Fig. 1: run 1, cells colored by class
(4 px per micron)
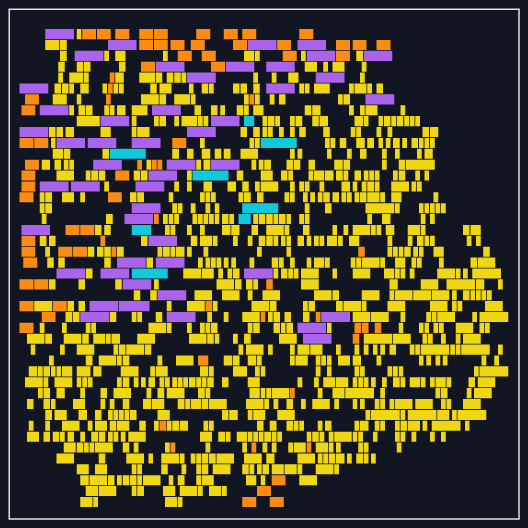
Fig. 2: run 1, signal wires on met3
(2 px per micron) Cells faint in the background.
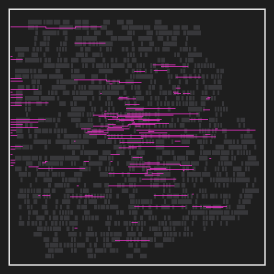
Fig. 3: run 1, sequential cells colored by netlist name
(3 px per micron)
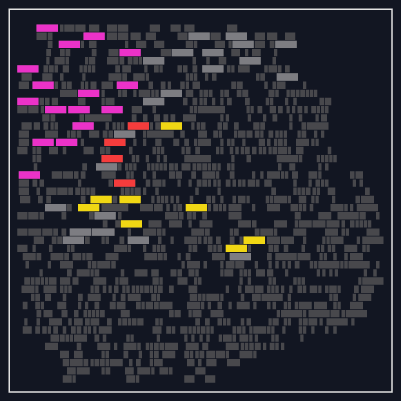
Fig. 4: run 1, cell outlines without signal wires
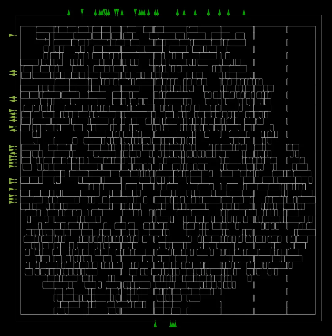
File: config.mk
export PLATFORM = sky130hd
export DESIGN_NAME = alu_seq_ctrl
export DESIGN_NICKNAME = d
export VERILOG_FILES = /design/src/rtl/alu_pkg.sv /design/src/rtl/ALU_8b.sv /design/src/rtl/alu_seq_ctrl.sv
export SDC_FILE = /design/constraint.sdc
export NUM_CORES = 1
export LEC_CHECK = 0
export ABC_AREA = 1
export ABC_CLOCK_PERIOD_IN_PS = 11500
export CORE_MARGIN = 2
export CORE_UTILIZATION = 40
export CTS_CLUSTER_DIAMETER = 60
export DETAILED_ROUTE_END_ITERATION = 8
export GPL_TIMING_DRIVEN = 0
export SYNTH_ARGS = -nofsm -noshare
export SYNTH_HDL_FRONTEND = slang
export SYNTH_SLANG_ARGS = --single-unit
export TNS_END_PERCENT = 30
File: constraint.sdc
create_clock -name clk -period 11.5 [get_ports clk]
set_input_delay 2.3 -clock clk [delete_from_list [all_inputs] [get_ports clk]]
set_output_delay 2.3 -clock clk [all_outputs]
set_load 0.05 [all_outputs]
File: src/rtl/alu_pkg.sv
// -----------------------------------------------------------------------------
// alu_pkg
// Shared constants for the sequenced 8-bit ALU: operand/op-select/counter
// widths, the sixteen op codes (OP_ADD .. OP_EQ) and the controller FSM
// state type. Imported by ALU_8b and alu_seq_ctrl.
// -----------------------------------------------------------------------------
package alu_pkg;

    localparam int DATA_W  = 8;
    localparam int SEL_W   = 4;
    localparam int COUNT_W = 16;

    localparam logic [SEL_W-1:0] OP_ADD  = 4'b0000;
    localparam logic [SEL_W-1:0] OP_SUB  = 4'b0001;
    localparam logic [SEL_W-1:0] OP_MUL  = 4'b0010;
    localparam logic [SEL_W-1:0] OP_DIV  = 4'b0011;
    localparam logic [SEL_W-1:0] OP_SHL  = 4'b0100;
    localparam logic [SEL_W-1:0] OP_SHR  = 4'b0101;
    localparam logic [SEL_W-1:0] OP_ROL  = 4'b0110;
    localparam logic [SEL_W-1:0] OP_ROR  = 4'b0111;
    localparam logic [SEL_W-1:0] OP_AND  = 4'b1000;
    localparam logic [SEL_W-1:0] OP_OR   = 4'b1001;
    localparam logic [SEL_W-1:0] OP_XOR  = 4'b1010;
    localparam logic [SEL_W-1:0] OP_NOR  = 4'b1011;
    localparam logic [SEL_W-1:0] OP_NAND = 4'b1100;
    localparam logic [SEL_W-1:0] OP_XNOR = 4'b1101;
    localparam logic [SEL_W-1:0] OP_GT   = 4'b1110;
    localparam logic [SEL_W-1:0] OP_EQ   = 4'b1111;

    // IDLE accepts a request, EXEC runs the ALU for one cycle, HOLD presents
    // the registered result until the consumer takes it.
    typedef enum logic [1:0] {
        IDLE = 2'd0,
        EXEC = 2'd1,
        HOLD = 2'd2
    } state_t;

endpackage

File: src/rtl/ALU_8b.sv
// -----------------------------------------------------------------------------
// ALU_8b
// Purely combinational 8-bit ALU with the team op encoding.
// Ports:
//   A, B      [7:0] in  operands
//   ALU_Sel   [3:0] in  op code (OP_ADD .. OP_EQ from alu_pkg)
//   ALU_Out   [7:0] out result (multiply truncated to low 8 bits,
//                       compares return 0/1)
//   CarryOut        out carry out of the 9-bit unsigned add A+B, valid for
//                       every op; the caller decides when to use it
// -----------------------------------------------------------------------------
module ALU_8b
    import alu_pkg::*;
(
    input  logic [DATA_W-1:0] A,
    input  logic [DATA_W-1:0] B,
    input  logic [SEL_W-1:0]  ALU_Sel,
    output logic [DATA_W-1:0] ALU_Out,
    output logic              CarryOut
);

    logic [DATA_W:0] sum;

    // One case per op code. Divide by zero returns 0 here only so the
    // datapath never sees an undefined value; the controller replaces
    // that result with its own divide-by-zero code.
    always_comb begin
        sum      = {1'b0, A} + {1'b0, B};
        CarryOut = sum[DATA_W];
        ALU_Out  = '0;
        case (ALU_Sel)
            OP_ADD:  ALU_Out = sum[DATA_W-1:0];
            OP_SUB:  ALU_Out = A - B;
            OP_MUL:  ALU_Out = A * B;
            OP_DIV:  ALU_Out = (B == '0) ? '0 : (A / B);
            OP_SHL:  ALU_Out = A << 1;
            OP_SHR:  ALU_Out = A >> 1;
            OP_ROL:  ALU_Out = {A[DATA_W-2:0], A[DATA_W-1]};
            OP_ROR:  ALU_Out = {A[0], A[DATA_W-1:1]};
            OP_AND:  ALU_Out = A & B;
            OP_OR:   ALU_Out = A | B;
            OP_XOR:  ALU_Out = A ^ B;
            OP_NOR:  ALU_Out = ~(A | B);
            OP_NAND: ALU_Out = ~(A & B);
            OP_XNOR: ALU_Out = ~(A ^ B);
            OP_GT:   ALU_Out = {{(DATA_W-1){1'b0}}, (A > B)};
            OP_EQ:   ALU_Out = {{(DATA_W-1){1'b0}}, (A == B)};
            default: ALU_Out = '0;
        endcase
    end

endmodule

File: src/rtl/alu_seq_ctrl.sv
// -----------------------------------------------------------------------------
// alu_seq_ctrl
// Valid/ready wrapper around ALU_8b. A request is captured in IDLE, executed
// in EXEC (result and flags registered at the end of that cycle) and held in
// HOLD until the consumer accepts it, so out_valid rises exactly two cycles
// after the accept and at most one operation completes every three cycles.
//
// Ports:
//   clk                 in   single clock, rising edge
//   rst                 in   synchronous active-high reset
//   in_valid/in_ready   in/out  request handshake (in_ready only in IDLE)
//   A, B        [7:0]   in   operands
//   ALU_Sel     [3:0]   in   op code
//   UseAcc              in   (ALU_SEQ_ACCUM_EN only) use last delivered
//                            result in place of A, sampled at accept
//   out_valid/out_ready out/in  result handshake
//   ALU_Out     [7:0]   out  registered result
//   CarryOut            out  add carry, 0 for every other op
//   Zero                out  ALU_Out == 0 (forced 0 on divide by zero)
//   DivZero             out  divide with B == 0
//   OpCount     [15:0]  out  completed output handshakes, wraps
//
// Build option: define ALU_SEQ_ACCUM_EN to add the UseAcc port and the
// accumulator register holding the last delivered ALU_Out.
// -----------------------------------------------------------------------------
module alu_seq_ctrl
    import alu_pkg::*;
(
    input  logic               clk,
    input  logic               rst,
    input  logic               in_valid,
    output logic               in_ready,
    input  logic [DATA_W-1:0]  A,
    input  logic [DATA_W-1:0]  B,
    input  logic [SEL_W-1:0]   ALU_Sel,
`ifdef ALU_SEQ_ACCUM_EN
    input  logic               UseAcc,
`endif
    output logic               out_valid,
    input  logic               out_ready,
    output logic [DATA_W-1:0]  ALU_Out,
    output logic               CarryOut,
    output logic               Zero,
    output logic               DivZero,
    output logic [COUNT_W-1:0] OpCount
);

    state_t state;
    state_t next_state;

    logic [DATA_W-1:0] cap_a;
    logic [DATA_W-1:0] cap_b;
    logic [SEL_W-1:0]  cap_sel;
    logic [DATA_W-1:0] operand_a;

    logic [DATA_W-1:0] alu_res;
    logic              alu_carry;
    logic              div_by_zero;

    logic accept;
    logic deliver;

    assign accept  = in_valid && in_ready;
    assign deliver = out_valid && out_ready;

`ifdef ALU_SEQ_ACCUM_EN
    logic [DATA_W-1:0] acc;

    // Accumulator holds the last result the consumer actually took, so an
    // operation discarded by reset never reaches it.
    always_ff @(posedge clk) begin
        if (rst) begin
            acc <= '0;
        end else if (deliver) begin
            acc <= ALU_Out;
        end
    end

    assign operand_a = UseAcc ? acc : A;
`else
    assign operand_a = A;
`endif

    // State register; reset wins over any handshake in the same cycle.
    always_ff @(posedge clk) begin
        if (rst) begin
            state <= IDLE;
        end else begin
            state <= next_state;
        end
    end

    // Next-state and handshake decode. in_ready is tied to IDLE, so a
    // request arriving during EXEC or HOLD, including the delivery cycle,
    // is simply not taken.
    always_comb begin
        next_state = state;
        in_ready   = 1'b0;
        out_valid  = 1'b0;
        case (state)
            IDLE: begin
                in_ready = 1'b1;
                if (in_valid) begin
                    next_state = EXEC;
                end
            end
            EXEC: begin
                next_state = HOLD;
            end
            HOLD: begin
                out_valid = 1'b1;
                if (out_ready) begin
                    next_state = IDLE;
                end
            end
            default: begin
                next_state = IDLE;
            end
        endcase
    end

    // Request capture: operands and op code are frozen at accept so the
    // inputs may change freely while the operation is in flight.
    always_ff @(posedge clk) begin
        if (rst) begin
            cap_a   <= '0;
            cap_b   <= '0;
            cap_sel <= OP_ADD;
        end else if (accept) begin
            cap_a   <= operand_a;
            cap_b   <= B;
            cap_sel <= ALU_Sel;
        end
    end

    ALU_8b u_alu (
        .A        (cap_a),
        .B        (cap_b),
        .ALU_Sel  (cap_sel),
        .ALU_Out  (alu_res),
        .CarryOut (alu_carry)
    );

    assign div_by_zero = (cap_sel == OP_DIV) && (cap_b == '0);

    // Result register, loaded only at the end of EXEC and otherwise held,
    // which keeps the outputs stable however long the consumer stalls.
    // Divide by zero reports 8'hFF with Zero cleared; carry is only
    // meaningful for add.
    always_ff @(posedge clk) begin
        if (rst) begin
            ALU_Out  <= '0;
            CarryOut <= 1'b0;
            Zero     <= 1'b0;
            DivZero  <= 1'b0;
        end else if (state == EXEC) begin
            if (div_by_zero) begin
                ALU_Out  <= '1;
                CarryOut <= 1'b0;
                Zero     <= 1'b0;
                DivZero  <= 1'b1;
            end else begin
                ALU_Out  <= alu_res;
                CarryOut <= (cap_sel == OP_ADD) ? alu_carry : 1'b0;
                Zero     <= (alu_res == '0);
                DivZero  <= 1'b0;
            end
        end
    end

    // Completed-operation counter; wraps naturally at its width.
    always_ff @(posedge clk) begin
        if (rst) begin
            OpCount <= '0;
        end else if (deliver) begin
            OpCount <= OpCount + 1'b1;
        end
    end

endmodule

==> run summary, run 1 <==
Here are the numbers from the latest Yosys + OpenROAD run.

The sequential cell power came out at 194 uW. The count of inverters other than clock inverters in the layout came out at 150. The number of unique standard cell types used by synthesis came out at 42.

In the global route stage, overall resource usage came out at 0.234. Setup repair after global routing left no endpoint under its margin. The routing usage on met3 came out at 0.0289. The flow ran to the end, and the final reports show no timing, DRC or antenna violations.

The detailed-routed wire length on met2 is 8310 microns. The global routing met1 resource utilization came out at 0.333. Across all hold checks on the routed design, the worst slack comes to 468 ps. The group that draws the most power in this run is combinational cells. By instance count after routing, the leading logic cell types are sky130_fd_sc_hd__nand2_1 (230), sky130_fd_sc_hd__inv_1 (145), sky130_fd_sc_hd__ha_1 (80). At the placement stage, the worst setup path has a slack of 611 ps. The area added between synthesis and finish came out at 15.0%. The path depth of the worst reg2reg path came out at 67. The static power due to leakage is 0.00348 uW. The final hold violation count is 0. Measured on the final layout, the clock distribution area share stands at 0.0223. The total nets after synthesis came out at 1,068. TritonCTS built the clock tree.

The flow reports power dissipated in combinational cells as 1560 uW. The number of I/O port buffers came out at 52. The path class of the tightest hold or removal check is flip-flop to flip-flop. The post-synthesis cell area came out at 6060 sq um.
## Picture notes: Fig. 1
- cyan: clock drivers and dummy loads (cells 8)
- yellow: remaining logic cells (cells 875)
- purple: sequential cells (cells 49)
- orange: remaining buffers and delay cells (cells 77)

## Picture notes: Fig. 2
- share of all routed wire: 6.4%
- main direction: horizontal
- longest straight run: 59.3 microns

## Picture notes: Fig. 3
- yellow: `cap_a` (sequential cells 8)
- magenta: `OpCount` (sequential cells 16; where north-west)
- red: `cap_sel` (sequential cells 4)

## Picture notes: Fig. 4
# Taps: 184
non-filler cells in the finished layout: 1,193
fill count: 1,575
share of the final layout cell area in sequential cells: 0.141
Std-Cell Core Area: 14,600 sq um

-- run 1: final timing paths --
kind	start	end	slack (ps)
worst min register to register	Zero	Zero	470
worst min-delay path	Zero	Zero	470
worst max register to register	cap_b[0]	Zero	980
worst max-delay path	cap_b[0]	Zero	980
-- run 1: what timing repair did --
action | CTS | global route
endpoints found under the setup margin | 0 | 2
resized | 0 | 2
hold buffers | 0 | 0
-- run 1: through the flow --
step,cell area [sq um],cells,total power [uW]
floorplan,6060,950,1420
global placement,6810,1186,1740
detailed placement,6810,1186,1760
CTS,6960,1194,1920
global route,6970,1193,2190
finish,6970,1193,1910
-- run 1: flip-flops by register name (all words and copies together) (netlist names) --
name      flops
cap_b         8
Zero          1
CarryOut      1
cap_sel       4
state         2
cap_a         8
DivZero       1
ALU_Out       8
OpCount      16
## Run 2: what changed since run 1
--- a/config.mk
+++ b/config.mk
@@ -12,6 +12,7 @@
 export CTS_CLUSTER_DIAMETER = 60
 export DETAILED_ROUTE_END_ITERATION = 8
 export GPL_TIMING_DRIVEN = 0
+export SLEW_MARGIN = 5
 export SYNTH_ARGS = -nofsm -noshare
 export SYNTH_HDL_FRONTEND = slang
 export SYNTH_SLANG_ARGS = --single-unit
Fig. 5: run 2, cell outlines without signal wires
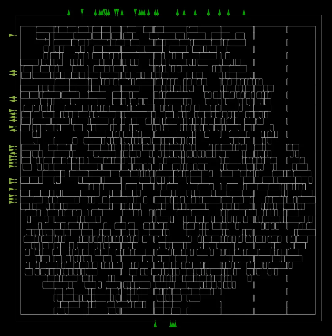
number of placement rows: 44
final core utilization: 0.476

==> run 2 against run 1 <==
Effect of this change: non-clock buffer count is the same; cell area is the same; highest routed layer unchanged; critical path depth is the same; clock skew is the same; die size is the same; core utilization is the same; register-to-register slack is essentially flat; count of clock-buffer cells in the layout is the same.
==> run summary, run 2 <==
Here are the numbers from the latest Yosys + OpenROAD run.

The instance area at placement is 6810 sq um (unchanged). The worst hold endpoint is Zero. Per STA, the endpoint of the critical path is Zero. The global routing met1 resource utilization was 0.333 (unchanged). In this run the critical register-to-register path is launched from cap_b[0].

The final hold violation count was 0 (unchanged). The global-route usage over all layers came out at 0.234 (unchanged). The number of flip-flops in the largest register came out at 16 (unchanged). Setup repair after global routing left no endpoint under its margin. The min-delay analysis places its worst path in the category flip-flop to flip-flop.

The area of the placeable core is 14,600 sq um (unchanged). Per the timing report, the most critical flop-to-flop path finishes at Zero. For reference, the critical path is launched at cap_b[0]. The number of I/O port buffers is 52 (unchanged). The post-synthesis cell area is 6060 sq um (unchanged). The library cells used most frequently in the layout, excluding fill and tap cells, are sky130_fd_sc_hd__nand2_1 (230), sky130_fd_sc_hd__inv_1 (145), sky130_fd_sc_hd__ha_1 (80). TritonCTS built the clock tree. The total chip power was 1910 uW (unchanged). The count of fill cells added during filler insertion is 1,575 (unchanged). The path depth of the worst reg2reg path is 67 (unchanged). The worst slack at placement is 611 ps (unchanged). The number of unique standard cell types used by synthesis came out at 42 (unchanged).

The routing usage on met3 came out at 0.0289 (unchanged). The top register by number of flip-flops is OpCount. The run finished with clean final reports. The total nets after synthesis is 1,068 (unchanged). The static power due to leakage came to 0.00348 uW (unchanged).

The detailed-routed wire length on met2 came out at 8310 microns (unchanged). The final instance count without filler cells is 1,193 (unchanged). The post-route worst hold slack is 468 ps (unchanged).
## run 2: layout make-up
class                      count  area [sq um]  share of cell area
clock inverter                 2          16.3             0.00233
clock buffer                   6           139              0.0199
timing repair buffer          52           520              0.0747
buffer                        25           108              0.0154
multi-input combinational    725          4410               0.633
inverter                     150           563              0.0808
sequential                    49           982               0.141
tap                          184           230              0.0330
## run 2: repair_timing
action | CTS | global route
hold buffers | 0 | 0
resized | 0 | 2
endpoints found under the setup margin | 0 | 2
## run 2: power by group through the flow
stage          combinational [uW]  clock (uW)  sequential [uW]
6_report                     1560         156              194
4_1_cts                      1570         158              194
3_5_place_dp                 1560           0              198
2_1_floorplan                1220           0              202
3_3_place_gp                 1540           0              197
5_1_grt                      1820         168              195
## Run 3: what changed since run 2
--- a/config.mk
+++ b/config.mk
@@ -8,7 +8,7 @@
 export ABC_AREA = 1
 export ABC_CLOCK_PERIOD_IN_PS = 11500
 export CORE_MARGIN = 2
-export CORE_UTILIZATION = 40
+export CORE_UTILIZATION = 35
 export CTS_CLUSTER_DIAMETER = 60
 export DETAILED_ROUTE_END_ITERATION = 8
 export GPL_TIMING_DRIVEN = 0
Fig. 6: run 3, signal wires on met3
(2 px per micron) Cells faint in the background.
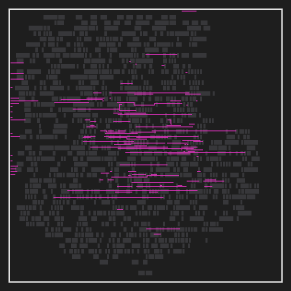
- wire length on this layer: 1,140 microns
- main direction: horizontal

==> run 3 against run 2 <==
Effect of this change: first-iteration DRC count rose by 5.7%; sequential power barely moved; critical path depth fell by 4; fmax rose by 1.3%; sequential share of layout area fell by 0.28 points; count of clock-buffer cells in the layout fell by 1; power rose by 1.6%; via count rose by 0.32%; highest routed layer unchanged.
==> run summary, run 3 <==
Here are the numbers from the latest Yosys + OpenROAD run.

The flow ran to the end, and the final reports show no timing, DRC or antenna violations. The site row count is 48 (+9.1%). Setup repair after global routing left no endpoint under its margin. The post-route worst hold slack came to 473 ps (+5.73 ps). The combinational cell area excluding buffers and inverters came out at 4400 sq um (-0.11%). The area occupied by registers came out at 982 sq um (unchanged). The path depth of the worst reg2reg path came to 63 (-6.0%).

The power of the combinational group came out at 1570 uW (about the same). The multi-input gate share of the layout cell area is 0.620 (-0.0131). The endpoint of the most critical setup path is Zero. In the layout the commonest cells are sky130_fd_sc_hd__nand2_1 (230), sky130_fd_sc_hd__inv_1 (143), sky130_fd_sc_hd__ha_1 (80). The number of flip-flops in the largest register came to 16 (unchanged). The number of clock-tree buffers in the layout came out at 5 (-1). The global-route usage over all layers came to 0.204 (-0.0299). STA lists the endpoint of the worst register-to-register path as Zero.

The clock tree from TritonCTS is built. The final hold violation count is 0 (unchanged). The detailed-routed wire length on met2 is 8350 microns (+0.55%). The static power due to leakage is 0.00352 uW (+1.3%). The data-path buffer share of cell area in the final layout came out at 0.0976 (+0.00739). The number of buffers inserted for hold repair after clock tree synthesis came out at 0 (unchanged). The area of the placeable core came out at 17,100 sq um (+17%). The total number of sequential cells was 49 (unchanged). According to the hold report, the worst path is of the flip-flop to flip-flop type. The instance area at placement is 6860 sq um (+0.75%).
==> run 3: cell counts after synthesis <==
Identical to the previous run, type by type.
==> run 3: tightest hold or removal path: stages, from the launching register on <==
cell	delay (ps)
sky130_fd_sc_hd__dfxtp_1	320
sky130_fd_sc_hd__nand2_1	60
sky130_fd_sc_hd__a21oi_1	50
==> run 3: kinds of logic after synthesis <==
kind of cell | count (synthesis) | synth area share
AND/OR/NAND/NOR | 429 | 0.312
buffers and inverters | 176 | 0.111
AND-OR/OR-AND | 171 | 0.158
adder cells (fa/ha/maj) | 94 | 0.211
flip-flops | 49 | 0.162
XOR/XNOR | 31 | 0.0448
==> run 3: repair_timing <==
item                       CTS  global route
gates resized                0             5
setup endpoints to repair    0             2
setup buffers                0             8

==> notes/layouts.md <==
Pictures saved along the way, in no particular order.

Drive-strength map.
(3 px per micron)
picture 1
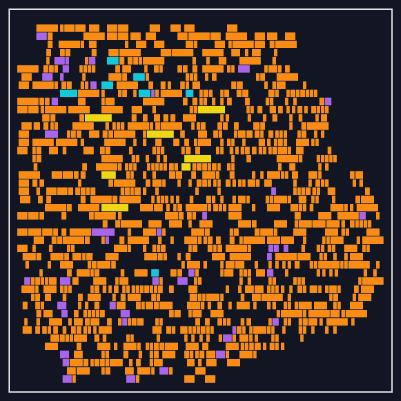
picture 2
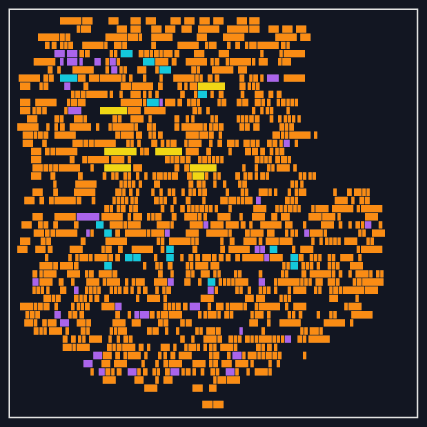
run 1: picture 1
run 3: picture 2

No activity file was given, so power comes from the tool's default toggle rates.
